`src/rtl/pc_seq_unit.sv`:
```
// pc_seq_unit: program-counter sequencer with fixed-priority next-PC selection.
// Sources, highest first: exception entry, exception return, register-indirect
// jump, absolute jump, relative branch, sequential advance.
// Optional feature: define PC_RAS_EN to build a circular return-address stack
// (RAS_DEPTH entries) that is pushed on call-jumps and popped on return-jumps.
module pc_seq_unit #(
    parameter int unsigned      WIDTH     = 32,
    parameter logic [WIDTH-1:0] RESET_VEC = 32'h0040_0000,
    parameter logic [WIDTH-1:0] EXC_VEC   = 32'h0040_0004,
    parameter int unsigned      STEP      = 4,
    parameter int unsigned      RAS_DEPTH = 4
) (
    input  logic             clk,
    input  logic             rst,
    input  logic             ena,
    input  logic             br_take,
    input  logic [WIDTH-1:0] br_offset,
    input  logic             jmp_take,
    input  logic [WIDTH-1:0] jmp_target,
    input  logic             jr_take,
    input  logic [WIDTH-1:0] jr_target,
    input  logic             call,
    input  logic             ret,
    input  logic             exc_req,
    input  logic             eret,
    output logic [WIDTH-1:0] pc_out,
    output logic [WIDTH-1:0] pc_next_seq,
    output logic [WIDTH-1:0] epc_out,
    output logic             in_exc,
    output logic             misalign
);

    localparam logic [WIDTH-1:0] STEP_W     = WIDTH'(STEP);
    localparam logic [WIDTH-1:0] ALIGN_MASK = ~WIDTH'(3);

    logic [WIDTH-1:0] r_pc;
    logic [WIDTH-1:0] r_epc;
    logic             r_in_exc;
    logic             r_misalign;

    logic [WIDTH-1:0] w_seq;
    logic [WIDTH-1:0] w_br_target;
    logic             w_exc_take;
    logic             w_eret_take;

    logic [WIDTH-1:0] w_pc_nxt;
    logic [WIDTH-1:0] w_epc_nxt;
    logic             w_in_exc_nxt;
    logic             w_misalign_nxt;
    logic [WIDTH-1:0] w_redir;
    logic             w_redir_vld;

`ifdef PC_RAS_EN
    localparam int unsigned PTR_W     = (RAS_DEPTH > 1) ? $clog2(RAS_DEPTH) : 1;
    localparam int unsigned CNT_W     = PTR_W + 1;
    localparam int unsigned RAS_SLOTS = 1 << PTR_W;

    logic [WIDTH-1:0] r_ras [RAS_SLOTS];
    logic [PTR_W-1:0] r_sp;
    logic [CNT_W-1:0] r_cnt;
    logic [WIDTH-1:0] w_ras_top;
    logic             w_ras_push;
    logic             w_ras_pop;

    // Most recent entry sits just below the write pointer.
    assign w_ras_top = r_ras[r_sp - PTR_W'(1)];
`else
    // call/ret have no effect when the stack is not built.
    logic w_unused_ras;
    assign w_unused_ras = &{1'b0, call, ret};
`endif

    // Sequential and branch target arithmetic, wrapping modulo 2^WIDTH.
    assign w_seq       = r_pc + STEP_W;
    assign w_br_target = w_seq + br_offset;

    // Exception entry ignores ena; return needs ena and an active handler.
    assign w_exc_take  = exc_req && !r_in_exc;
    assign w_eret_take = ena && eret && r_in_exc;

    // Next-state selection with fixed priority and alignment fix-up.
    always_comb begin
        w_pc_nxt       = r_pc;
        w_epc_nxt      = r_epc;
        w_in_exc_nxt   = r_in_exc;
        w_misalign_nxt = 1'b0;
        w_redir        = '0;
        w_redir_vld    = 1'b0;
`ifdef PC_RAS_EN
        w_ras_push     = 1'b0;
        w_ras_pop      = 1'b0;
`endif
        if (w_exc_take) begin
            w_pc_nxt     = EXC_VEC;
            w_epc_nxt    = r_pc;
            w_in_exc_nxt = 1'b1;
        end else if (ena) begin
            if (w_eret_take) begin
                w_pc_nxt     = r_epc;
                w_in_exc_nxt = 1'b0;
            end else if (jr_take) begin
                w_redir_vld = 1'b1;
                w_redir     = jr_target;
`ifdef PC_RAS_EN
                if (ret && (r_cnt != '0)) begin
                    w_redir   = w_ras_top;
                    w_ras_pop = 1'b1;
                end
`endif
            end else if (jmp_take) begin
                w_redir_vld = 1'b1;
                w_redir     = jmp_target;
`ifdef PC_RAS_EN
                w_ras_push  = call;
`endif
            end else if (br_take) begin
                w_redir_vld = 1'b1;
                w_redir     = w_br_target;
            end else begin
                w_pc_nxt = w_seq;
            end

            if (w_redir_vld) begin
                w_pc_nxt       = w_redir & ALIGN_MASK;
                w_misalign_nxt = |w_redir[1:0];
            end
        end
    end

    // Architectural state registers; reset overrides every request.
    always_ff @(posedge clk) begin
        if (!rst) begin
            r_pc       <= RESET_VEC;
            r_epc      <= '0;
            r_in_exc   <= 1'b0;
            r_misalign <= 1'b0;
        end else begin
            r_pc       <= w_pc_nxt;
            r_epc      <= w_epc_nxt;
            r_in_exc   <= w_in_exc_nxt;
            r_misalign <= w_misalign_nxt;
        end
    end

`ifdef PC_RAS_EN
    // Circular return-address stack; a push when full overwrites the oldest.
    always_ff @(posedge clk) begin
        if (!rst) begin
            r_sp  <= '0;
            r_cnt <= '0;
        end else if (w_ras_push) begin
            r_ras[r_sp] <= w_seq;
            r_sp        <= r_sp + PTR_W'(1);
            if (r_cnt != CNT_W'(RAS_DEPTH)) begin
                r_cnt <= r_cnt + CNT_W'(1);
            end
        end else if (w_ras_pop) begin
            r_sp  <= r_sp - PTR_W'(1);
            r_cnt <= r_cnt - CNT_W'(1);
        end
    end
`endif

    assign pc_out      = r_pc;
    assign pc_next_seq = w_seq;
    assign epc_out     = r_epc;
    assign in_exc      = r_in_exc;
    assign misalign    = r_misalign;

endmodule

```
`config.mk`:
```
export PLATFORM = sky130hd
export DESIGN_NAME = pc_seq_unit
export DESIGN_NICKNAME = d
export VERILOG_FILES = /design/src/rtl/pc_seq_unit.sv
export SDC_FILE = /design/constraint.sdc
export NUM_CORES = 1
export LEC_CHECK = 0
export CAP_MARGIN = 20
export CORE_ASPECT_RATIO = 0.8
export CORE_MARGIN = 4
export CORE_UTILIZATION = 50
export CTS_CLUSTER_SIZE = 16
export DETAILED_ROUTE_END_ITERATION = 8
export PLACE_DENSITY = 0.87
export RECOVER_POWER = 100
export REMOVE_ABC_BUFFERS = 1
export SLEW_MARGIN = 20
export SYNTH_ARGS = -nofsm -noshare
export SYNTH_HDL_FRONTEND = slang
export SYNTH_SLANG_ARGS = --single-unit
```
`constraint.sdc`:
```
create_clock -name clk -period 10.8 [get_ports clk]
set_clock_uncertainty 0.05 [all_clocks]
set_input_delay 3.24 -clock clk [delete_from_list [all_inputs] [get_ports clk]]
set_output_delay 3.24 -clock clk [all_outputs]
set_load 0.01 [all_outputs]
```
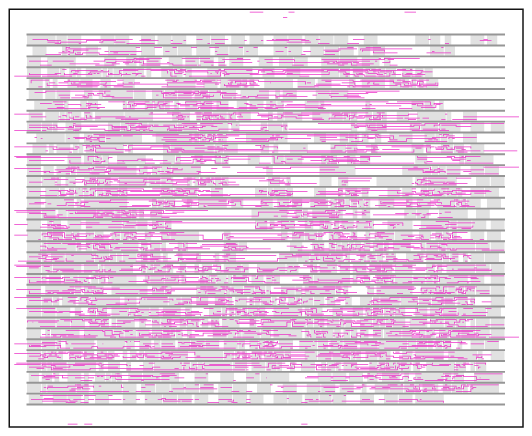
m1.png
Drawn at 4 px/µm. Supply wires on this layer in gray. Cells faint in the background.
wire length on this layer: 9,280 µm
longest straight run: 44.6 µm
main direction: horizontal
nets with wire on the layer: 965

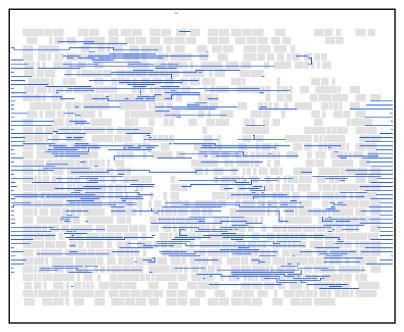
m3.png
Drawn at 3 px/µm. Cells faint in the background.
nets with wire on the layer: 233
main direction: horizontal
wire length on this layer: 3,590 µm

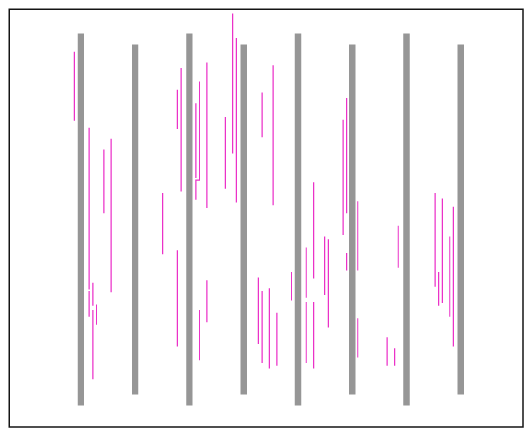
m4.png
Drawn at 4 px/µm. Supply wires on this layer in gray.
share of all routed wire: 3.5%
wire length on this layer: 866 µm
main direction: vertical

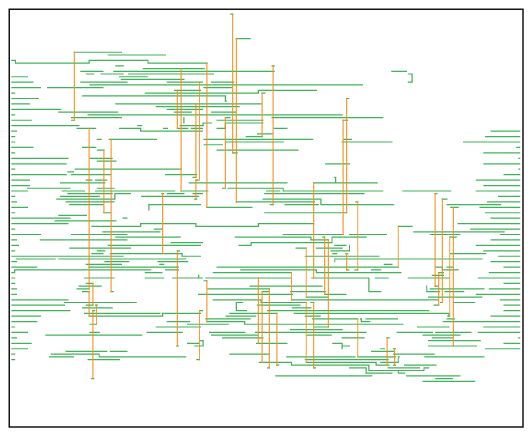
layers.png
Drawn at 4 px/µm. Only two layers are drawn.
[green] M3 | wire length: 3,590 µm
[orange] M4 | wire length: 866 µm

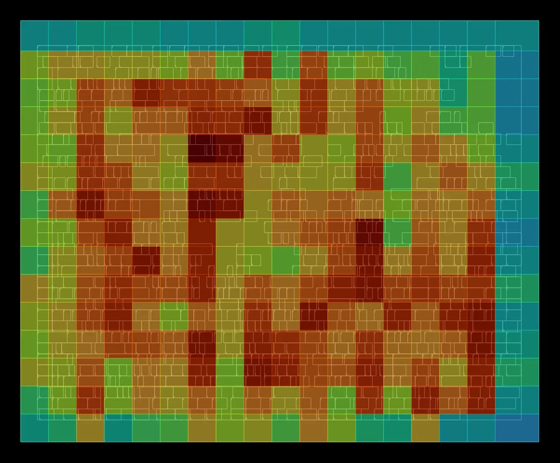
congestion_map.png
Routed WL per cell: 22.94 µm
grt peak-use layer: met2
met1 Resource Use GR: 45.81%
all-layer global routing usage: 35.32%
met2 GRT Util: 54.71%

==> out/results.ini <==
[outcome]
status = complete, but fails checks
violations = capacitance limit, slew limit

[place]
globalplace.congestion = 1.014
place.detailed.hpwl_mm = 17.73

[layout]
n_clock_buffer = 11
postLayoutCellArea_um2 = 8094
final_common_cell = nand2_1
multi_input_comb_cells = 621
seq_share_pct = 16.32

[hold_path]
hp-start = epc_out[2]

[flow_run]
drv_cap = 2

[synth]
edf_count = 0
logic_family = AND-OR/OR-AND gates
yosysTopAreaCell = dfxtp_1
xor_share_pct = 8.785

[pwr]
power.group.top = the clock network
powerClk_mw = 0.333

[setup_path]
path_cells = dlygate4sd3_1, and2_0, clkbuf_1, nand2_1, nand2_1, nor2_1, a22o_1, a22oi_1, o21ai_0, and2_1
worstSetupEndpoint = pc_out[19]
crit_path_max_fanout = 35

[routing]
wl_met2_mm = 10.90

[final_timing]
maxSlewViolCount = 61

